==> src/rtl/regfile_multiport_if.sv <==
// Register file access bundle: two async read ports, two writeback ports,
// one reserve port, plus the registered busy count.
interface regfile_multiport_if #(
  parameter int DATA_W = 8,
  parameter int ADDR_W = 3
);
  logic [ADDR_W-1:0] read_reg1;
  logic [ADDR_W-1:0] read_reg2;
  logic [DATA_W-1:0] read_data1;
  logic [DATA_W-1:0] read_data2;
  logic              read_busy1;
  logic              read_busy2;
  logic              write_enable0;
  logic [ADDR_W-1:0] write_reg0;
  logic [DATA_W-1:0] write_data0;
  logic              write_enable1;
  logic [ADDR_W-1:0] write_reg1;
  logic [DATA_W-1:0] write_data1;
  logic              reserve_enable;
  logic [ADDR_W-1:0] reserve_reg;
  logic [ADDR_W:0]   busy_count;

  modport slave (
    input  read_reg1, read_reg2,
    output read_data1, read_data2, read_busy1, read_busy2,
    input  write_enable0, write_reg0, write_data0,
    input  write_enable1, write_reg1, write_data1,
    input  reserve_enable, reserve_reg,
    output busy_count
  );

  modport master (
    output read_reg1, read_reg2,
    input  read_data1, read_data2, read_busy1, read_busy2,
    output write_enable0, write_reg0, write_data0,
    output write_enable1, write_reg1, write_data1,
    output reserve_enable, reserve_reg,
    input  busy_count
  );
endinterface

==> src/rtl/regfile_multiport.sv <==
// Multiport register file with per-register busy scoreboard.
// Optional feature: define REGFILE_BYPASS_EN for same-cycle write-to-read bypass.
module regfile_multiport #(
  parameter int DATA_W   = 8,
  parameter int ADDR_W   = 3,
  parameter int ZERO_REG = 0
) (
  input logic                 clk,
  input logic                 reset,
  regfile_multiport_if.slave  bus
);
  localparam int NUM_REGS = 2 ** ADDR_W;

  logic [DATA_W-1:0]   regs [NUM_REGS];
  logic [NUM_REGS-1:0] busy;
  logic [NUM_REGS-1:0] busy_nxt;
  logic [NUM_REGS-1:0] wr_sel0;
  logic [NUM_REGS-1:0] wr_sel1;
  logic [NUM_REGS-1:0] rsv_sel;
  logic [ADDR_W:0]     busy_count_q;

  function automatic logic [ADDR_W:0] popcount(input logic [NUM_REGS-1:0] v);
    logic [ADDR_W:0] c;
    c = '0;
    for (int i = 0; i < NUM_REGS; i++) c = c + (ADDR_W+1)'(v[i]);
    return c;
  endfunction

  // One-hot selects; r0 is masked out entirely when hard-wired to zero.
  always_comb begin
    wr_sel0 = '0;
    wr_sel1 = '0;
    rsv_sel = '0;
    for (int i = 0; i < NUM_REGS; i++) begin
      wr_sel0[i] = bus.write_enable0  && (bus.write_reg0  == ADDR_W'(i));
      wr_sel1[i] = bus.write_enable1  && (bus.write_reg1  == ADDR_W'(i));
      rsv_sel[i] = bus.reserve_enable && (bus.reserve_reg == ADDR_W'(i));
    end
    if (ZERO_REG != 0) begin
      wr_sel0[0] = 1'b0;
      wr_sel1[0] = 1'b0;
      rsv_sel[0] = 1'b0;
    end
  end

  // A same-edge reserve marks a newer producer, so it overrides the write's clear.
  assign busy_nxt = (busy & ~(wr_sel0 | wr_sel1)) | rsv_sel;

  always_ff @(posedge clk or posedge reset) begin
    if (reset) begin
      for (int i = 0; i < NUM_REGS; i++) regs[i] <= '0;
      busy         <= '0;
      busy_count_q <= '0;
    end else begin
      for (int i = 0; i < NUM_REGS; i++) begin
        if (wr_sel1[i])      regs[i] <= bus.write_data1;
        else if (wr_sel0[i]) regs[i] <= bus.write_data0;
      end
      busy         <= busy_nxt;
      busy_count_q <= popcount(busy_nxt);
    end
  end

  assign bus.busy_count = busy_count_q;

  for (genvar p = 0; p < 2; p++) begin : g_rd
    logic [ADDR_W-1:0] addr;
    logic [DATA_W-1:0] data;
    logic              bsy;

    assign addr = (p == 0) ? bus.read_reg1 : bus.read_reg2;

    always_comb begin
      data = regs[addr];
      bsy  = busy[addr];
`ifdef REGFILE_BYPASS_EN
      if (!reset && (wr_sel0[addr] || wr_sel1[addr])) begin
        data = wr_sel1[addr] ? bus.write_data1 : bus.write_data0;
        bsy  = rsv_sel[addr];
      end
`endif
      if (ZERO_REG != 0 && addr == '0) begin
        data = '0;
        bsy  = 1'b0;
      end
    end
  end

  assign bus.read_data1 = g_rd[0].data;
  assign bus.read_data2 = g_rd[1].data;
  assign bus.read_busy1 = g_rd[0].bsy;
  assign bus.read_busy2 = g_rd[1].bsy;
endmodule
==> src/flat_wrapper.sv <==
// flat-port wrapper written by rule: the top's interface ports become plain ports
module regfile_multiport_flat 
#(
  parameter int DATA_W   = 8,
  parameter int ADDR_W   = 3,
  parameter int ZERO_REG = 0
)
  (clk, reset, bus_read_reg1, bus_read_reg2, bus_read_data1, bus_read_data2, bus_read_busy1, bus_read_busy2, bus_write_enable0, bus_write_reg0, bus_write_data0, bus_write_enable1, bus_write_reg1, bus_write_data1, bus_reserve_enable, bus_reserve_reg, bus_busy_count);
  regfile_multiport_if #(.DATA_W(DATA_W), .ADDR_W(ADDR_W)) bus_i ();
  input logic clk;
  input logic reset;
  input wire logic [$bits(bus_i.read_reg1)-1:0] bus_read_reg1;
  input wire logic [$bits(bus_i.read_reg2)-1:0] bus_read_reg2;
  output wire logic [$bits(bus_i.read_data1)-1:0] bus_read_data1;
  output wire logic [$bits(bus_i.read_data2)-1:0] bus_read_data2;
  output wire logic [$bits(bus_i.read_busy1)-1:0] bus_read_busy1;
  output wire logic [$bits(bus_i.read_busy2)-1:0] bus_read_busy2;
  input wire logic [$bits(bus_i.write_enable0)-1:0] bus_write_enable0;
  input wire logic [$bits(bus_i.write_reg0)-1:0] bus_write_reg0;
  input wire logic [$bits(bus_i.write_data0)-1:0] bus_write_data0;
  input wire logic [$bits(bus_i.write_enable1)-1:0] bus_write_enable1;
  input wire logic [$bits(bus_i.write_reg1)-1:0] bus_write_reg1;
  input wire logic [$bits(bus_i.write_data1)-1:0] bus_write_data1;
  input wire logic [$bits(bus_i.reserve_enable)-1:0] bus_reserve_enable;
  input wire logic [$bits(bus_i.reserve_reg)-1:0] bus_reserve_reg;
  output wire logic [$bits(bus_i.busy_count)-1:0] bus_busy_count;
  assign bus_i.read_reg1 = bus_read_reg1;
  assign bus_i.read_reg2 = bus_read_reg2;
  assign bus_read_data1 = bus_i.read_data1;
  assign bus_read_data2 = bus_i.read_data2;
  assign bus_read_busy1 = bus_i.read_busy1;
  assign bus_read_busy2 = bus_i.read_busy2;
  assign bus_i.write_enable0 = bus_write_enable0;
  assign bus_i.write_reg0 = bus_write_reg0;
  assign bus_i.write_data0 = bus_write_data0;
  assign bus_i.write_enable1 = bus_write_enable1;
  assign bus_i.write_reg1 = bus_write_reg1;
  assign bus_i.write_data1 = bus_write_data1;
  assign bus_i.reserve_enable = bus_reserve_enable;
  assign bus_i.reserve_reg = bus_reserve_reg;
  assign bus_busy_count = bus_i.busy_count;
  regfile_multiport #(.DATA_W(DATA_W), .ADDR_W(ADDR_W), .ZERO_REG(ZERO_REG)) u_core (.clk(clk), .reset(reset), .bus(bus_i));
endmodule
==> config.mk <==
export PLATFORM = sky130hd
export DESIGN_NAME = regfile_multiport_flat
export DESIGN_NICKNAME = d
export VERILOG_FILES = /design/src/rtl/regfile_multiport_if.sv /design/src/rtl/regfile_multiport.sv /design/src/flat_wrapper.sv
export SDC_FILE = /design/constraint.sdc
export NUM_CORES = 1
export LEC_CHECK = 0
export ABC_AREA = 1
export CAP_MARGIN = 20
export CORE_UTILIZATION = 40
export DETAILED_ROUTE_END_ITERATION = 6
export PLACE_DENSITY_LB_ADDON = 0.08
export SYNTH_ARGS = -nofsm -noshare
export SYNTH_HDL_FRONTEND = slang
export SYNTH_SLANG_ARGS = --single-unit
==> constraint.sdc <==
create_clock -name clk -period 6.7 [get_ports clk]
set_input_delay 2.01 -clock clk [delete_from_list [all_inputs] [get_ports clk]]
set_output_delay 2.01 -clock clk [all_outputs]
set_load 0.1 [all_outputs]
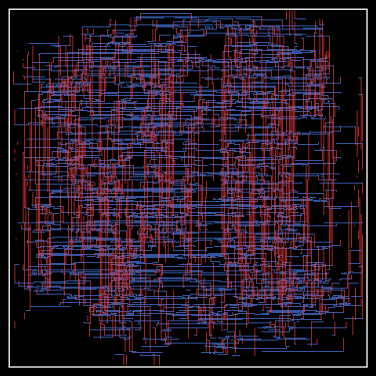
Run 1: signal wires by layer
Drawn at 3 px/µm. Only two layers are drawn.
| layer | colour | wire length |
|---|---|---|
| M1 | blue | 9,470 µm |
| M2 | red | 8,230 µm |
Vias: 5,968
WL/cell: 17.6 µm
GRT Total Usage: 0.294

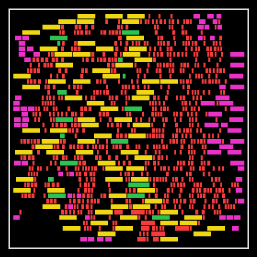
Run 1: cell classes on the final placement
Drawn at 2 px/µm.
| class | colour | cells | share of their area |
|---|---|---|---|
| remaining logic cells | red | 792 | 53% |
| registers | yellow | 76 | 30% |
| clock drivers and dummy loads | green | 16 | 4.7% |
| remaining buffers and delay cells | magenta | 69 | 13% |
Core Region: 13,200 µm²
FP Rows: 42
Seq area share: 0.286

==> results_slide.txt, run 1 <==
Key Metrics from the Run

Status
  – Outcome: complete, no violations

Synth
  – Most frequent cell after synthesis: nand2_1
  – Area share, top type: 0.349
  – Yosys adder share: 0.0216
  – Post-synth EDFFs: 0
  – Seq/Total Area, Yosys: 0.349
  – Dominant cell type by area after synthesis: dfrtp_1
  – Library cells used by synthesis: 15

Final layout
  – Comb. cell area: ~2900 µm²
  – # fillers: between 1,000 and 1,500
  – Final-layout clock buffer total: 10
  – Layout cells sized above 1: 0.0514

Placement
  – IO Port Bufs: 57
  – Cells after DPL: ~1,100
  – HPWL after DPL: between 10,000 and 15,000 µm

Setup path
  – Setup CP Type: in2out
  – Crit start category: input port
  – Crit path DRT: roughly 4700 ps
  – R2R depth: 11

Clock network
  – Root Driver: clkbuf_16
  – Post-CTS setup buffers: 0
  – Clock transition at path regs: roughly 60 ps
  – CTS Buf Count: 9

GRT
  – Pin count of the biggest net entering global routing: roughly 42
  – GRT Residual Overflow: 0
  – First-pass GRT wire length: around 31,000 µm

STA
  – Final critical-path setup slack: slightly above 900 ps
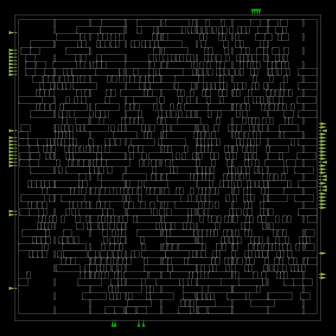
Run 1: cell outlines without signal wires
Flops: 76
Final Util: 0.502
# Taps: 176

## Run 2: what changed since run 1
Clock period 6.7 ns to 5.6 ns, I/O delays scaled along.
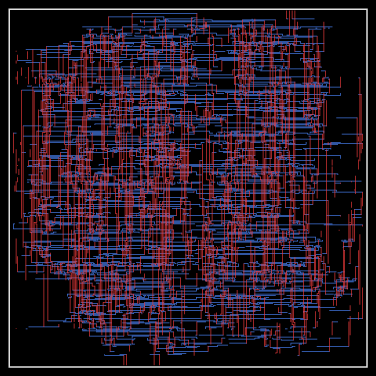
Run 2: signal wires by layer
Drawn at 3 px/µm. Only two layers are drawn.
| layer | colour | wire length |
|---|---|---|
| M2 | red | 8,470 µm |
| M1 | blue | 9,410 µm |

==> run 2 against run 1 <==
Effect of this change: via count rose by 2.0%; critical path depth did not move; combinational power rose by 21%; cell count rose by 1.1%; sequential share of layout area fell by 0.39 points; register-to-register slack got worse by 1100 ps; count of clock-buffer cells in the layout rose by 2; critical path type unchanged.
==> results_slide.txt, run 2 <==
Key Metrics from the Run

Placement
  – Cells after DPL: ~1,100
  – HPWL after DPL: ~15,000 µm
  – IO Port Bufs: 57

Clock network
  – CTS Buf Count: 9
  – Root Driver: clkbuf_16

Floorplan
  – # Taps: 176
  – FP Rows: about 42
  – Core Region: about 13,000 µm²

GRT
  – First-pass GRT wire length: about 32,000 µm
  – Pin count of the biggest net entering global routing: roughly 50

Synth
  – Most frequent cell after synthesis: nand2_1
  – Seq/Total Area, Yosys: 0.349
  – Area share, top type: 0.349

Status
  – Outcome: complete, no violations

Final layout
  – Layout cells sized above 1: 0.0622
  – Final-layout clock buffer total: 12
  – Final Util: 0.509
  – # fillers: about 1,400
  – Seq area share: 0.282
  – Flops: about 76

Setup path
  – Crit start category: input port

Routing
  – Vias: slightly above 6,000
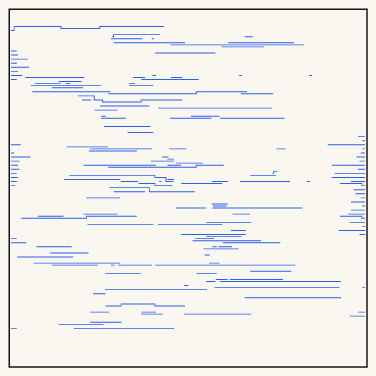
Run 2: metal 3
Drawn at 3 px/µm.
share of all routed wire: 9.0%
longest straight run: 46.5 µm
wire length on this layer: 1,820 µm
nets with wire on the layer: 131
main direction: horizontal

## Run 3: what changed since run 2
Settings changed: CORE_UTILIZATION 40 to 30, SLEW_MARGIN from default to 25.
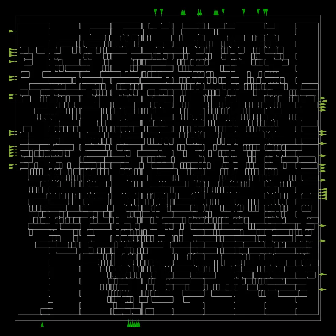
Run 3: cell outlines without signal wires
Core Region: 17,500 µm²
FP Rows: 48

==> run 3 against run 2 <==
Effect of this change: wire length up 6.1%; first-iteration DRC count down 13%; cell count up 4.4%; synthesized area unchanged; clock power up 13%; count of clock-buffer cells in the layout down 2; flip-flop count unchanged; core utilization down 12 points; register-to-register slack about the same; critical path depth up 8; critical path type is now in2reg; critical endpoint is now u_core.bus.busy_count[1].
==> results_slide.txt, run 3 <==
Key Metrics from the Run

Clock network
  – CTS Buf Count: 9
  – Root Driver: clkbuf_16
  – Clock transition at path regs: around 60 ps
  – Post-CTS setup buffers: 0

Final layout
  – Final Util: 0.391
  – Flops: roughly 76
  – # fillers: 1,932
  – Seq area share: 0.277
  – Comb. cell area: approximately 2900 µm²
  – Layout cells sized above 1: 0.0642

Synth
  – Area share, top type: 0.349
  – Most frequent cell after synthesis: nand2_1
  – Dominant cell type by area after synthesis: dfrtp_1
  – Library cells used by synthesis: 15

Setup path
  – R2R depth: 11
  – Crit start category: input port
  – Setup CP Type: in2reg

Placement
  – IO Port Bufs: around 57
  – Cells after DPL: roughly 1,200
  – HPWL after DPL: 15,800 µm

GRT
  – Pin count of the biggest net entering global routing: about 54
  – First-pass GRT wire length: approximately 33,000 µm

Status
  – Outcome: complete, no violations
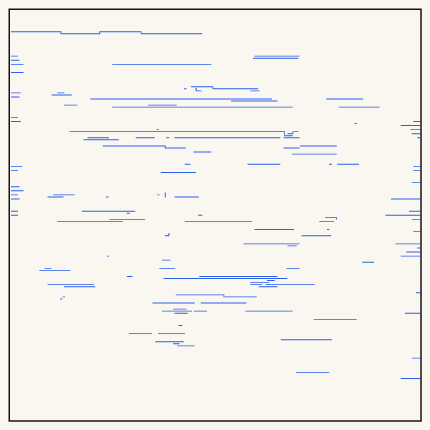
Run 3: metal 3
Drawn at 3 px/µm.
main direction: horizontal
share of all routed wire: 5.6%
nets with wire on the layer: 101
wire length on this layer: 1,180 µm
longest straight run: 71.5 µm
final wirelength: 21,300 µm
Vias: 5,978
M3 GR Usage: 0.0393

Power and IR drop assume default switching activity.
